Fig. 1: run 1, power grid
Bar = 20 microns. Pins as bars on the die edge. Tap cells in gray.
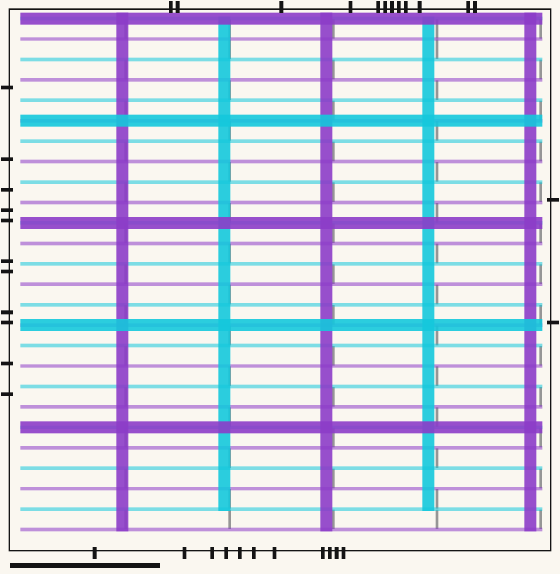
Fig. 2: run 1, logic cells by family
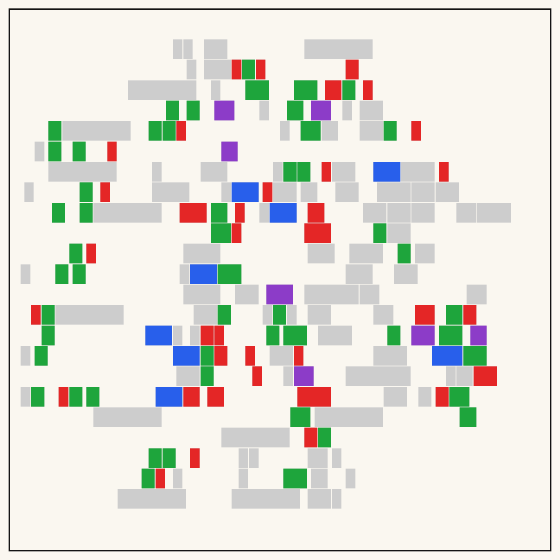
Fig. 3: run 1, nets reached from selected ports
Bar = 20 microns.
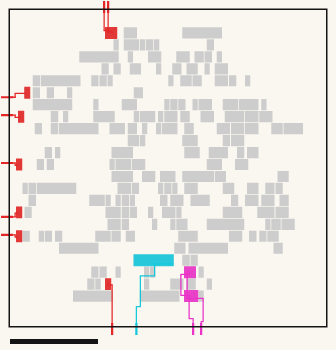
## config.mk

```make
export PLATFORM = sky130hd
export DESIGN_NAME = timeout_counter
export DESIGN_NICKNAME = d
export VERILOG_FILES = /design/src/rtl/counter_pkg.sv /design/src/rtl/timeout_counter.sv
export SDC_FILE = /design/constraint.sdc
export NUM_CORES = 1
export LEC_CHECK = 0
export CAP_MARGIN = 15
export CORE_UTILIZATION = 30
export CTS_CLUSTER_DIAMETER = 150
export DETAILED_ROUTE_END_ITERATION = 10
export DONT_BUFFER_PORTS = 1
export PLACE_DENSITY_LB_ADDON = 0.08
export SYNTH_ARGS = -nofsm -noshare
export SYNTH_HDL_FRONTEND = slang
export SYNTH_SLANG_ARGS = --single-unit
```

## constraint.sdc

```tcl
create_clock -name clk -period 4.84 [get_ports clk]
set_input_delay 1.452 -clock clk [delete_from_list [all_inputs] [get_ports clk]]
set_output_delay 1.452 -clock clk [all_outputs]
set_load 0.005 [all_outputs]
```

## src/rtl/counter_pkg.sv

```systemverilog
// Shared counter types and default constants for the timeout counter and
// the lemming FSM that uses it.
package counter_pkg;

  typedef enum logic [1:0] {
    WRAP    = 2'd0,
    SAT     = 2'd1,
    ONESHOT = 2'd2
  } mode_e;

  localparam int unsigned COUNT_W_DEF  = 8;
  localparam int unsigned FALL_TIMEOUT = 20;

endpackage

```

## src/rtl/timeout_counter.sv

```systemverilog
// Up/down terminal-count counter with wrap/saturate/one-shot modes, parallel
// load, sticky done flag and a one-cycle arrival pulse.
module timeout_counter
  import counter_pkg::*;
#(
  parameter int unsigned WIDTH        = COUNT_W_DEF,
  parameter int unsigned TERMINAL_DEF = FALL_TIMEOUT
) (
  input  logic             clk,
  input  logic             areset_n,
  input  logic             reset,
  input  logic             en,
  input  logic             load,
  input  logic [WIDTH-1:0] load_val,
  input  logic             dir,
  input  logic [1:0]       mode,
  input  logic             use_def,
  input  logic [WIDTH-1:0] term_val,
  output logic [WIDTH-1:0] count,
  output logic             signal,
  output logic             done,
  output logic             busy
);

  localparam logic [WIDTH-1:0] TermDef = WIDTH'(TERMINAL_DEF);

  logic [WIDTH-1:0] count_q, count_d;
  logic             signal_q, signal_d;
  logic             done_q, done_d;
  logic             halted_q, halted_d;

  logic [WIDTH-1:0] term, target, restart, stepped;
  mode_e            mode_sel;

  assign mode_sel = mode_e'(mode);
  assign term     = use_def ? TermDef : term_val;
  assign target   = dir ? '0 : term;
  assign restart  = dir ? term : '0;
  assign stepped  = dir ? (count_q - WIDTH'(1)) : (count_q + WIDTH'(1));

  always_comb begin
    count_d  = count_q;
    signal_d = 1'b0;
    done_d   = done_q;
    halted_d = halted_q;
    if (reset) begin
      count_d  = '0;
      done_d   = 1'b0;
      halted_d = 1'b0;
    end else if (load) begin
      count_d  = load_val;
      done_d   = 1'b0;
      halted_d = 1'b0;
    end else if (en && !halted_q) begin
      if (count_q != target) begin
        // Plain modular step; a count past the target walks around to it.
        count_d = stepped;
        if (stepped == target) begin
          signal_d = 1'b1;
          done_d   = 1'b1;
          if (mode_sel == ONESHOT) halted_d = 1'b1;
        end
      end else if (mode_sel == WRAP) begin
        count_d = restart;
      end
      // SAT and the unused encoding hold at the target.
    end
  end

  always_ff @(posedge clk or negedge areset_n) begin
    if (!areset_n) begin
      count_q  <= '0;
      signal_q <= 1'b0;
      done_q   <= 1'b0;
      halted_q <= 1'b0;
    end else begin
      count_q  <= count_d;
      signal_q <= signal_d;
      done_q   <= done_d;
      halted_q <= halted_d;
    end
  end

  assign count  = count_q;
  assign signal = signal_q;
  assign done   = done_q;
  assign busy   = ~halted_q;

endmodule

```

==> results.cfg, run 1 <==
; synthesis and place-and-route metrics
[placement]
place.gp.congestion = 0.8109
dp.cells = 252
pre_cts_ws_ns = 1.133

[job]
cap_violations = 0

[synthesis]
postSynthNetCount = 228
avgSynthCellArea_sq_um = 7.469
yosys-stat-cells = 196
synthArstFlopShare_pct = 100.0
yosys.area.top_type = dfrtp_1
top_cells_by_count = 21 x nor2_1, 20 x a21oi_1, 16 x nand2_1, 12 x inv_1, 11 x dfrtp_1
top_area_share_pct = 18.80
ys_sh_mux_pct = 5.556
synth-edff-count = 0
synth.cellmix.simpleShare_pct = 23.42

[status]
status = completed

[clock_tree]
h-tree-depth = 1
post_cts_buffers = 0
clk_latency_ns = 0.24
cts_resized = 0
ctsHoldBuffers = 0
cts-buffers-inserted = 3

[floorplan]
dieHeight_microns = 71.86
num_rows = 25

[timing]
rsz0062_at_grt = no
max_freq_ghz = 0.2884
final-setup-viol-count = 0
drv_slew = 0
relSlewSlack_pct = 57.24

[drt]
viasPerCell = 5.457
ant_nets = 0
first_pass_iters = 4

[finish]
utilization_pct = 32.53

[pwr]
power_w = 0.0004270

[global_route]
grt_overflow = 0
grt_pass1_vias = 1339

[worst_setup_path]
criticalPathCategory = in2reg
Notes on Fig. 1 above:
| color | net |
|---|---|
| purple | VSS |
| cyan | VDD |
tap cells: 67
rows: 25
met5 straps: 5

Notes on Fig. 2 above:
| color | family | cells | most used |
|---|---|---|---|
| red | NOR gates | 36 | nor2_1 |
| blue | multiplexers | 8 | mux2i_1 |
| green | inverting AOI/OAI gates | 51 | a21oi_1 |
| purple | AND and OR gates | 7 | or4_1 |
most frequent logic cell in the layout: nor2_1
proportion of cell area occupied by multi-input gates: 70.52%
non-filler cells, final: 256

Notes on Fig. 3 above:
| color | port | bits | direction | end cells | buffers | wire |
|---|---|---|---|---|---|---|
| red | `load_val` | 8 | input | 8 | 0 | 34.0 microns |
| cyan | `done` | 1 | output | 1 | 0 | 22.1 microns |
| magenta | `mode` | 2 | input | 2 | 0 | 32.9 microns |
PortBufs: 0
I/O Pins: 36

run 1: state kept, by name, indices dropped and copies added (netlist names):
register / cells
count: 8
halted_q: 1
signal: 1
done: 1
run 1: area by class of cell:
cell class / instances / area, sq um
Clock buffer: 4 / 45.04
Fill cell: 531 / 3187
Inverter: 13 / 48.80
Multi-Input combinational cell: 161 / 1084
Sequential cell: 11 / 275.3
Tap cell: 67 / 83.83
run 1: routing by layer:
layer	vias up	wire (microns)	track usage [%]
li1	701	-	-
met5	-	0	0
met4	0	35	3.922
met3	4	126	2.532
met2	29	2039	27.57
met1	663	2180	25.04
run 1: layout by cell type (no fill, tap or decap), types with 3 or more instances in the layout:
cell type and instances:
nand2_1 16, dfrtp_1 11, xor2_1 5, inv_1 12, xnor2_1 9, clkbuf_8 3, ha_1 6, nor3_1 6
mux2i_1 7, a21o_1 4, or4_1 3, a21oi_1 20, nor2b_1 3, nor2_1 21, o21ai_1 7, a31o_2 4
o21ai_0 9
run 1: worst paths after layout:
kind | startpoint | end | slack [ns] | cells after the start
setup / recovery | dir | halted_q | 1.37 | 8
hold / removal | halted_q | halted_q | 0.50 | 2
setup reg to reg | count[0] | halted_q | 2.01 | 8
hold reg to reg | halted_q | halted_q | 0.50 | 2
max in group asynchronous | areset_n | count[7] | 3.87 | 0
min in group asynchronous | areset_n | signal | 0.90 | 0
run 1: critical path, stage by stage:
cell	delay (ns)
fa_1	0.51
or4b_1	0.47
o21ai_0	0.09
a32oi_1	0.07
or4_1	0.55
nor4_2	0.27
nand3b_1	0.12
o21ai_1	0.12
run 1: power by group:
| group | total [W] | internal [W] | leakage, nW | switching (W) |
|---|---|---|---|---|
| clock | 0.0000972 | 0.0000581 | 0.0228 | 0.0000391 |
| sequential | 0.000126 | 0.000102 | 0.142 | 0.0000239 |
| combinational | 0.000204 | 0.0000946 | 0.496 | 0.000110 |
| total | 0.000427 | 0.000254 | 0.661 | 0.000173 |
run 1: metrics by stage:
stage,instance area (sq um),hold WS (ns)
3_5_place_dp,1491,0.4878
4_1_cts,1536,0.5015
5_1_grt,1536,0.5383
3_3_place_gp,1491,0.4753
6_report,1536,0.4972
2_1_floorplan,1464,0.4556
run 1: cell families after synthesis:
family,count (synthesis)
compound gates,65
simple gates,66
mux,8
xor+xnor,15
fa+ha+maj,7
buf+inv,24
flops,11
Fig. 4: run 1, cell area per tile
Bar = 20 microns. 7 x 7 tiles, from white (low) to dark blue (high), 0 to 100% covered.
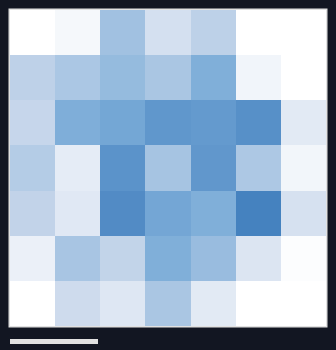

==> inputs of run 2 (changes only) <==
Clock period 4.84 ns to 3 ns, I/O delays scaled along.
Fig. 5: run 2, cell area per tile
Bar = 20 microns. 7 x 7 tiles, from white (low) to dark blue (high), 0 to 100% covered.
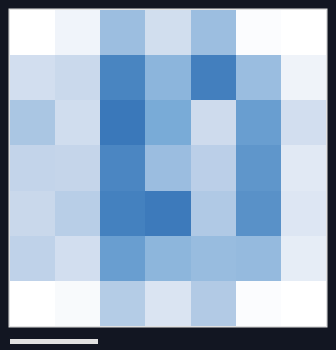
densest ninth of the die: middle
nearly empty tiles: 12%
mean over tiles: 31%

==> results.cfg, run 2 <==
; synthesis and place-and-route metrics
[synthesis]
synthArstFlopShare_pct = 100.0
yosys-stat-cells = 196
yosys.area.top_type = dfrtp_1
avgSynthCellArea_sq_um = 7.469
top_area_share_pct = 18.80
top_cells_by_count = 21 x nor2_1, 20 x a21oi_1, 16 x nand2_1, 12 x inv_1, 11 x dfrtp_1

[timing]
final-setup-viol-count = 0
rsz0062_at_grt = no
max_freq_ghz = 0.3568

[drt]
ant_nets = 0
viasPerCell = 5.378

[worst_setup_path]
slowest_stage = fa_1
criticalPathCategory = in2reg
cp_num_cells = 8
crit_chain = fa_1 -> or4b_1 -> o21ai_0 -> a32oi_1 -> or4_1 -> nor4_2 -> o31ai_1 -> nand2_1
r2r_cells = 9
worst-path-buf-inv = 0

[global_route]
grt_pass1_vias = 1494
grt_overflow = 0

[clock_tree]
clk_latency_ns = 0.25
h-tree-depth = 1
post_cts_buffers = 0
cts_resized = 0
cts-buffers-inserted = 3
ctsHoldBuffers = 0

[floorplan]
dieHeight_microns = 71.86
ioPinCount = 36
num_rows = 25

[finish]
utilization_pct = 35.92
layout_top_cell = nor2_1
largest_register_ff_count = 8

[placement]
port_buffers = 0
place.gp.congestion = 0.8487

[status]
status = completed

[job]
cap_violations = 0
[run 2: netlist changes by cell type in the layout (fill, tap and decap cells not counted)]
| cell | previous run | this run |
|---|---|---|
| buf_12 | 0 | 1 |
| clkbuf_1 | 1 | 0 |
| buf_4 | 0 | 18 |
| o21ai_1 | 7 | 6 |
| o21ai_2 | 1 | 2 |
| clkinv_2 | 0 | 1 |
[run 2: layer usage]
metal	GRT usage, %	vias up	wire, microns
met5	0	-	0
met1	25.88	682	2108
met3	3.657	10	355
met2	30.19	48	2012
met4	7.407	0	118
li1	-	739	-
[run 2: cell families (layout without fill, tap and decap cells)]
| group | Yosys count | count (layout) | share of synthesized area (%) |
|---|---|---|---|
| and+or+nand+nor | 66 | 66 | 23.42 |
| AOI/OAI and AO/OA | 65 | 65 | 28.55 |
| buffers and inverters | 24 | 36 | 7.179 |
| xor gates and xnor gates | 15 | 15 | 10.00 |
| DFF | 11 | 11 | 18.80 |
| muxes | 8 | 8 | 5.556 |
| adders and majority gates | 7 | 7 | 6.496 |
[run 2: metrics by stage]
| stage | instance area (sq um) | power, W | hold slack [ns] | setup WS [ns] | std cells |
|---|---|---|---|---|---|
| 2_1_floorplan | 1468 | 0.0004675 | 0.4556 | 0.03538 | 196 |
| 3_3_place_gp | 1650 | 0.0005971 | 0.4763 | -0.02593 | 271 |
| 3_5_place_dp | 1650 | 0.0006034 | 0.4869 | -0.06187 | 271 |
| 4_1_cts | 1697 | 0.0007688 | 0.3356 | 0.1960 | 275 |
| 5_1_grt | 1697 | 0.0008238 | 0.3288 | 0.03117 | 275 |
| 6_report | 1697 | 0.0007616 | 0.3393 | 0.1970 | 275 |
[run 2: cell type report]
cell class              count  area (sq um)
repair buffers             19         155.1
multi-input cells         161          1087
inverters                  13         48.80
clock inverters             1         5.005
flip-flops and latches     11         275.3
fillers                   502          3027
clock buffers               3         41.29
well taps                  67         83.83
[run 2: final timing paths]
path	slack (ns)	from	to
setup / recovery	0.20	dir	done
hold / removal	0.34	areset_n	count[3]
setup reg to reg	0.41	count[2]	done
hold reg to reg	0.50	halted_q	halted_q
max in group asynchronous	2.59	areset_n	count[7]
min in group clk	0.50	halted_q	halted_q
[run 2: power by group]
group          internal (W)  switching [W]  leakage [nW]  total, W
sequential         0.000164      0.0000325         0.142  0.000197
clock             0.0000920      0.0000686        0.0255  0.000161
combinational      0.000208       0.000196         0.596  0.000404
total              0.000464       0.000297         0.764  0.000762
No activity file was given, so power comes from the tool's default toggle rates.
